`src/rtl/bof_log_reader.sv`:
```
// Heap-overflow range log drain: queues detector records and streams each one as HDR/START/END words.
// Define BOF_LOG_PC_EN to store the closing store PC and append it as a fourth word.
module bof_log_reader #(
  parameter int unsigned DEPTH = 4,
  parameter int unsigned SEQ_W = 8
) (
  input  logic                     clk_i,
  input  logic                     rst_ni,
  input  logic                     wr_en_i,
  input  logic [31:0]              wr_start_i,
  input  logic [31:0]              wr_end_i,
  input  logic [31:0]              wr_pc_i,
  input  logic                     wr_crash_i,
  input  logic                     flush_i,
  output logic                     rd_valid_o,
  output logic [31:0]              rd_data_o,
  output logic                     rd_last_o,
  input  logic                     rd_ready_i,
  output logic [$clog2(DEPTH):0]   count_o,
  output logic                     empty_o,
  output logic                     overflow_o,
  output logic [7:0]               drop_cnt_o
);

  localparam int unsigned PTR_W = $clog2(DEPTH);
  localparam int unsigned CNT_W = PTR_W + 1;

  typedef enum logic [2:0] {
    S_IDLE  = 3'd0,
    S_HDR   = 3'd1,
    S_START = 3'd2,
    S_END   = 3'd3,
    S_PC    = 3'd4
  } state_e;

`ifdef BOF_LOG_PC_EN
  localparam state_e LAST_ST = S_PC;
  localparam logic   PC_FLAG = 1'b1;
`else
  localparam state_e LAST_ST = S_END;
  localparam logic   PC_FLAG = 1'b0;
`endif

  // Inclusive byte length of a range, saturated to the 15-bit header field.
  function automatic logic [14:0] range_len(input logic [31:0] s, input logic [31:0] e);
    logic [32:0] diff;
    diff = {1'b0, e} - {1'b0, s} + 33'd1;
    if (e < s) begin
      range_len = 15'd0;
    end else if (diff > 33'h0_0000_7FFF) begin
      range_len = 15'h7FFF;
    end else begin
      range_len = diff[14:0];
    end
  endfunction

  function automatic logic [31:0] hdr_word(input logic [SEQ_W-1:0] seq,
                                           input logic crash,
                                           input logic [14:0] len);
    logic [7:0] seq8;
    seq8     = 8'(seq);
    hdr_word = {8'hB0, seq8, crash, len | {PC_FLAG, 14'd0}};
  endfunction

  // Record storage
  logic [31:0]      start_q   [DEPTH];
  logic [31:0]      start_d   [DEPTH];
  logic [31:0]      end_q     [DEPTH];
  logic [31:0]      end_d     [DEPTH];
  logic             crash_q   [DEPTH];
  logic             crash_d   [DEPTH];
  logic [SEQ_W-1:0] rec_seq_q [DEPTH];
  logic [SEQ_W-1:0] rec_seq_d [DEPTH];
`ifdef BOF_LOG_PC_EN
  logic [31:0]      pc_q      [DEPTH];
  logic [31:0]      pc_d      [DEPTH];
`else
  logic             unused_pc_s;
  assign unused_pc_s = ^wr_pc_i;
`endif

  // Control state
  state_e           state_q, state_d;
  logic [CNT_W-1:0] rd_ptr_q, rd_ptr_d;
  logic [CNT_W-1:0] wr_ptr_q, wr_ptr_d;
  logic [CNT_W-1:0] count_q, count_d;
  logic [SEQ_W-1:0] seq_q, seq_d;
  logic             overflow_q, overflow_d;
  logic [7:0]       drop_cnt_q, drop_cnt_d;
  logic             empty_q, empty_d;
  logic             rd_valid_q, rd_valid_d;
  logic [31:0]      rd_data_q, rd_data_d;
  logic             rd_last_q, rd_last_d;

  logic [PTR_W-1:0] rd_idx_s, wr_idx_s, nxt_idx_s, src_idx_s;
  logic             full_s, hs_s, pop_s, push_ok_s, drop_s, more_s, load_s, src_bypass_s;
  logic [31:0]      src_start_s, src_end_s;
  logic             src_crash_s;
  logic [SEQ_W-1:0] src_seq_s;

  assign rd_idx_s  = rd_ptr_q[PTR_W-1:0];
  assign wr_idx_s  = wr_ptr_q[PTR_W-1:0];
  assign nxt_idx_s = rd_idx_s + PTR_W'(1);

  // Handshake, push acceptance and drop classification
  always_comb begin
    full_s    = (rd_ptr_q[PTR_W] != wr_ptr_q[PTR_W]) && (rd_idx_s == wr_idx_s);
    hs_s      = rd_valid_q && rd_ready_i;
    pop_s     = hs_s && rd_last_q && !flush_i;
    push_ok_s = wr_en_i && !flush_i && (!full_s || pop_s);
    drop_s    = wr_en_i && !flush_i && full_s && !pop_s;
    more_s    = (count_q > CNT_W'(1)) || push_ok_s;
  end

  // Pointers, occupancy, sequence number and drop statistics
  always_comb begin
    rd_ptr_d   = rd_ptr_q;
    wr_ptr_d   = wr_ptr_q;
    seq_d      = seq_q;
    overflow_d = overflow_q | drop_s;
    drop_cnt_d = drop_cnt_q;
    if (flush_i) begin
      rd_ptr_d = wr_ptr_q;
    end else begin
      if (pop_s) begin
        rd_ptr_d = rd_ptr_q + CNT_W'(1);
      end else begin
        rd_ptr_d = rd_ptr_q;
      end
      if (push_ok_s) begin
        wr_ptr_d = wr_ptr_q + CNT_W'(1);
        seq_d    = seq_q + SEQ_W'(1);
      end else begin
        wr_ptr_d = wr_ptr_q;
      end
    end
    if (drop_s && (drop_cnt_q != 8'hFF)) begin
      drop_cnt_d = drop_cnt_q + 8'd1;
    end else begin
      drop_cnt_d = drop_cnt_q;
    end
    count_d = wr_ptr_d - rd_ptr_d;
    empty_d = (count_d == CNT_W'(0));
  end

  // Record storage write port
  always_comb begin
    start_d   = start_q;
    end_d     = end_q;
    crash_d   = crash_q;
    rec_seq_d = rec_seq_q;
`ifdef BOF_LOG_PC_EN
    pc_d      = pc_q;
`endif
    if (push_ok_s) begin
      start_d[wr_idx_s]   = wr_start_i;
      end_d[wr_idx_s]     = wr_end_i;
      crash_d[wr_idx_s]   = wr_crash_i;
      rec_seq_d[wr_idx_s] = seq_q;
`ifdef BOF_LOG_PC_EN
      pc_d[wr_idx_s]      = wr_pc_i;
`endif
    end else begin
      start_d = start_q;
    end
  end

  // Record storage registers; contents are only meaningful between the pointers
  always_ff @(posedge clk_i) begin
    start_q   <= start_d;
    end_q     <= end_d;
    crash_q   <= crash_d;
    rec_seq_q <= rec_seq_d;
`ifdef BOF_LOG_PC_EN
    pc_q      <= pc_d;
`endif
  end

  // Control and output registers
  always_ff @(posedge clk_i) begin
    if (!rst_ni) begin
      state_q    <= S_IDLE;
      rd_ptr_q   <= '0;
      wr_ptr_q   <= '0;
      count_q    <= '0;
      seq_q      <= '0;
      overflow_q <= 1'b0;
      drop_cnt_q <= 8'd0;
      empty_q    <= 1'b1;
      rd_valid_q <= 1'b0;
      rd_data_q  <= 32'd0;
      rd_last_q  <= 1'b0;
    end else begin
      state_q    <= state_d;
      rd_ptr_q   <= rd_ptr_d;
      wr_ptr_q   <= wr_ptr_d;
      count_q    <= count_d;
      seq_q      <= seq_d;
      overflow_q <= overflow_d;
      drop_cnt_q <= drop_cnt_d;
      empty_q    <= empty_d;
      rd_valid_q <= rd_valid_d;
      rd_data_q  <= rd_data_d;
      rd_last_q  <= rd_last_d;
    end
  end

  // Next-state: walk the words of a record, chaining records without a bubble
  always_comb begin
    state_d = state_q;
    if (flush_i) begin
      state_d = S_IDLE;
    end else begin
      case (state_q)
        S_IDLE: begin
          if ((count_q != CNT_W'(0)) || push_ok_s) begin
            state_d = S_HDR;
          end else begin
            state_d = S_IDLE;
          end
        end
        S_HDR: begin
          if (hs_s) begin
            state_d = S_START;
          end else begin
            state_d = S_HDR;
          end
        end
        S_START: begin
          if (hs_s) begin
            state_d = S_END;
          end else begin
            state_d = S_START;
          end
        end
        S_END: begin
          if (hs_s && (LAST_ST == S_PC)) begin
            state_d = S_PC;
          end else if (hs_s) begin
            state_d = more_s ? S_HDR : S_IDLE;
          end else begin
            state_d = S_END;
          end
        end
        S_PC: begin
          if (hs_s) begin
            state_d = more_s ? S_HDR : S_IDLE;
          end else begin
            state_d = S_PC;
          end
        end
        default: state_d = S_IDLE;
      endcase
    end
  end

  // Output: pick the record feeding the next header (stored or arriving this cycle) and load the next word
  always_comb begin
    if (state_q == S_IDLE) begin
      src_idx_s    = rd_idx_s;
      src_bypass_s = (count_q == CNT_W'(0));
    end else begin
      src_idx_s    = nxt_idx_s;
      src_bypass_s = (count_q == CNT_W'(1));
    end
    src_start_s = src_bypass_s ? wr_start_i : start_q[src_idx_s];
    src_end_s   = src_bypass_s ? wr_end_i   : end_q[src_idx_s];
    src_crash_s = src_bypass_s ? wr_crash_i : crash_q[src_idx_s];
    src_seq_s   = src_bypass_s ? seq_q      : rec_seq_q[src_idx_s];
    load_s      = !flush_i && (hs_s || ((state_q == S_IDLE) && (state_d == S_HDR)));

    rd_valid_d = rd_valid_q;
    rd_data_d  = rd_data_q;
    rd_last_d  = rd_last_q;
    if (flush_i) begin
      rd_valid_d = 1'b0;
      rd_data_d  = 32'd0;
      rd_last_d  = 1'b0;
    end else if (load_s) begin
      rd_valid_d = (state_d != S_IDLE);
      rd_last_d  = (state_d == LAST_ST);
      case (state_d)
        S_HDR:   rd_data_d = hdr_word(src_seq_s, src_crash_s, range_len(src_start_s, src_end_s));
        S_START: rd_data_d = start_q[rd_idx_s];
        S_END:   rd_data_d = end_q[rd_idx_s];
`ifdef BOF_LOG_PC_EN
        S_PC:    rd_data_d = pc_q[rd_idx_s];
`endif
        default: rd_data_d = 32'd0;
      endcase
    end else begin
      rd_valid_d = rd_valid_q;
    end
  end

  assign rd_valid_o = rd_valid_q;
  assign rd_data_o  = rd_data_q;
  assign rd_last_o  = rd_last_q;
  assign count_o    = count_q;
  assign empty_o    = empty_q;
  assign overflow_o = overflow_q;
  assign drop_cnt_o = drop_cnt_q;

endmodule

```
`config.mk`:
```
export PLATFORM = sky130hd
export DESIGN_NAME = bof_log_reader
export DESIGN_NICKNAME = d
export VERILOG_FILES = /design/src/rtl/bof_log_reader.sv
export SDC_FILE = /design/constraint.sdc
export NUM_CORES = 1
export LEC_CHECK = 0
export CORE_MARGIN = 2
export CORE_UTILIZATION = 35
export DETAILED_ROUTE_END_ITERATION = 12
export SETUP_SLACK_MARGIN = 0.4
export SKIP_LAST_GASP = 1
export SYNTH_ARGS = -nofsm -noshare
export SYNTH_HDL_FRONTEND = slang
export SYNTH_SLANG_ARGS = --single-unit
```
`constraint.sdc`:
```
create_clock -name clk_i -period 6.7 [get_ports clk_i]
set_input_delay 2.01 -clock clk_i [delete_from_list [all_inputs] [get_ports clk_i]]
set_output_delay 2.01 -clock clk_i [all_outputs]
set_load 0.01 [all_outputs]
```
placement_by_type.png
Drawn at 1.5 px/um.
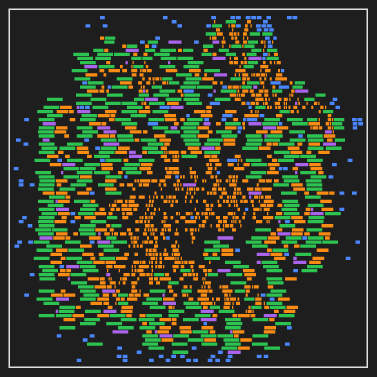
legend:
  combinational and other logic:
    color: orange
    cells: 872
  other buffers and delay cells:
    color: blue
    cells: 144
  clock drivers and dummy loads:
    color: purple
    cells: 72
  flops:
    color: green
    cells: 356

placement.png
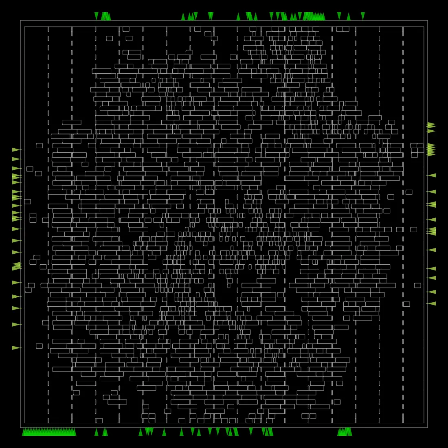
fraction of area in registers: 0.4472
number of non-filler instances in the completed layout: 2141
Core Region: 53920 um^2

==> impl_metrics.ini <==
; implementation run metrics
[outcome]
run_status = complete, no violations

[detailed_routing]
routed-wl-met3_mm = 2.048
wl_met2_mm = 23.91
drt_first_iter_violations = 999
ant_nets = 0
wl_per_cell_um = 22.92
top_signal_layer_used = met5

[synthesis]
floorplan.nets = 1488
synthMostInstantiatedCell = sky130_fd_sc_hd__edfxtp_1
synth_flop_count = 356
synthXorXnorAreaFrac = 0.02010
ys_top_cells_by_area = sky130_fd_sc_hd__edfxtp_1, sky130_fd_sc_hd__mux4_2, sky130_fd_sc_hd__dfxtp_1
synth_async_sr_flop_share = 0
ys_types = 79
chip_area_from_the_yosys_synthesis_statistics_um2 = 19110
count_of_flip_flops_with_a_built_in_enable_after_synthesis = 292
aoi_share = 0.07732

[critical_path]
timing.critical_path.cells = or2_2 > nor2_4 > xnor2_4 > buf_12 > mux4_2 > mux2_2 > ha_1 > fa_1 > a21oi_1 > o21ai_1 > a2111oi_2 > o211ai_1 > nor4_1 > nand4_1 > nor4_4 > buf_4 > o21ai_0
ff2ff_path_depth = 17

[clock_network]
clockRootBuffer = sky130_fd_sc_hd__clkbuf_16
tritoncts.num_buffers = 39
worst_skew_pair.late_latency_ns = 0.56
cts-hold-fix-buffers = 0
max-clock-path-buffers = 3

[final_layout]
fin_nets = 1605
area_added_between_synthesis_and_finish_pct = 17.67
fillers = 4854

[final_timing]
timing_worst_slew_pin_value_ns = 0.8294
report.final.setup_viol = 0

[global_routing]
global_route.usage.total = 0.1746
grt_use_met1 = 0.2392
vias_in_the_first_global_route = 12460

[place]
postPlaceCellArea_um2 = 21190
port-buffer-count = 116
place_ws_ns = 0.4687

[die]
floorplan.die.width_um = 237.7
[worst max path at each step]
stage / startpoint / to / slack (ns) / cells after the start
2_1_floorplan: state_q[1] / rd_data_o[10] / 1.03 / 20
4_1_cts: state_q[1] / rd_data_o[3] / 0.73 / 19
5_1_grt: state_q[1] / rd_data_o[1] / 0.46 / 17
3_5_place_dp: wr_end_i[1] / rd_data_o[1] / 0.47 / 17
6_report: state_q[1] / rd_data_o[1] / 0.85 / 17
3_3_place_gp: wr_end_i[1] / rd_data_o[0] / 0.44 / 17
[area by class of cell]
cell class                      instances  area share
Antenna cell                            1   0.0001113
Sequential cell                       356      0.4472
Multi-Input combinational cell        831      0.3838
Timing Repair Buffer                  144     0.06598
Inverter                               41    0.006843
Tap cell                              696     0.03872
Clock inverter                         15    0.008234
Clock buffer                           57     0.04907
[registers in the layout, indices dropped and copies added (netlist names), 4 cells and up]
name / flops
seq_q: 8
crash_q: 4
end_q: 128
drop_cnt_o: 8
rd_data_o: 32
start_q: 128
rec_seq_q: 32
[where the power goes]
group | total (W) | internal (W) | switching (W)
registers | 0.00246 | 0.00244 | 0.0000247
logic | 0.00224 | 0.000944 | 0.00130
clock network | 0.00217 | 0.00130 | 0.000871
total | 0.00688 | 0.00468 | 0.00219
[metrics by stage]
stage | hold slack (ns) | util
final | 0.4826 | 0.4171
after global routing | 0.4990 | 0.4171
after CTS | 0.4867 | 0.4168
after detailed placement | 0.4723 | 0.3929
after global placement | 0.4548 | 0.3929
after floorplan | 0.4817 | -
[worst min-delay path: stages (launching register included)]
cell,delay (ns)
sky130_fd_sc_hd__dfxtp_1,0.33
sky130_fd_sc_hd__nor2_1,0.05
sky130_fd_sc_hd__nor2_1,0.07
Power figures rest on the tool's default switching activity, not on a simulated workload.
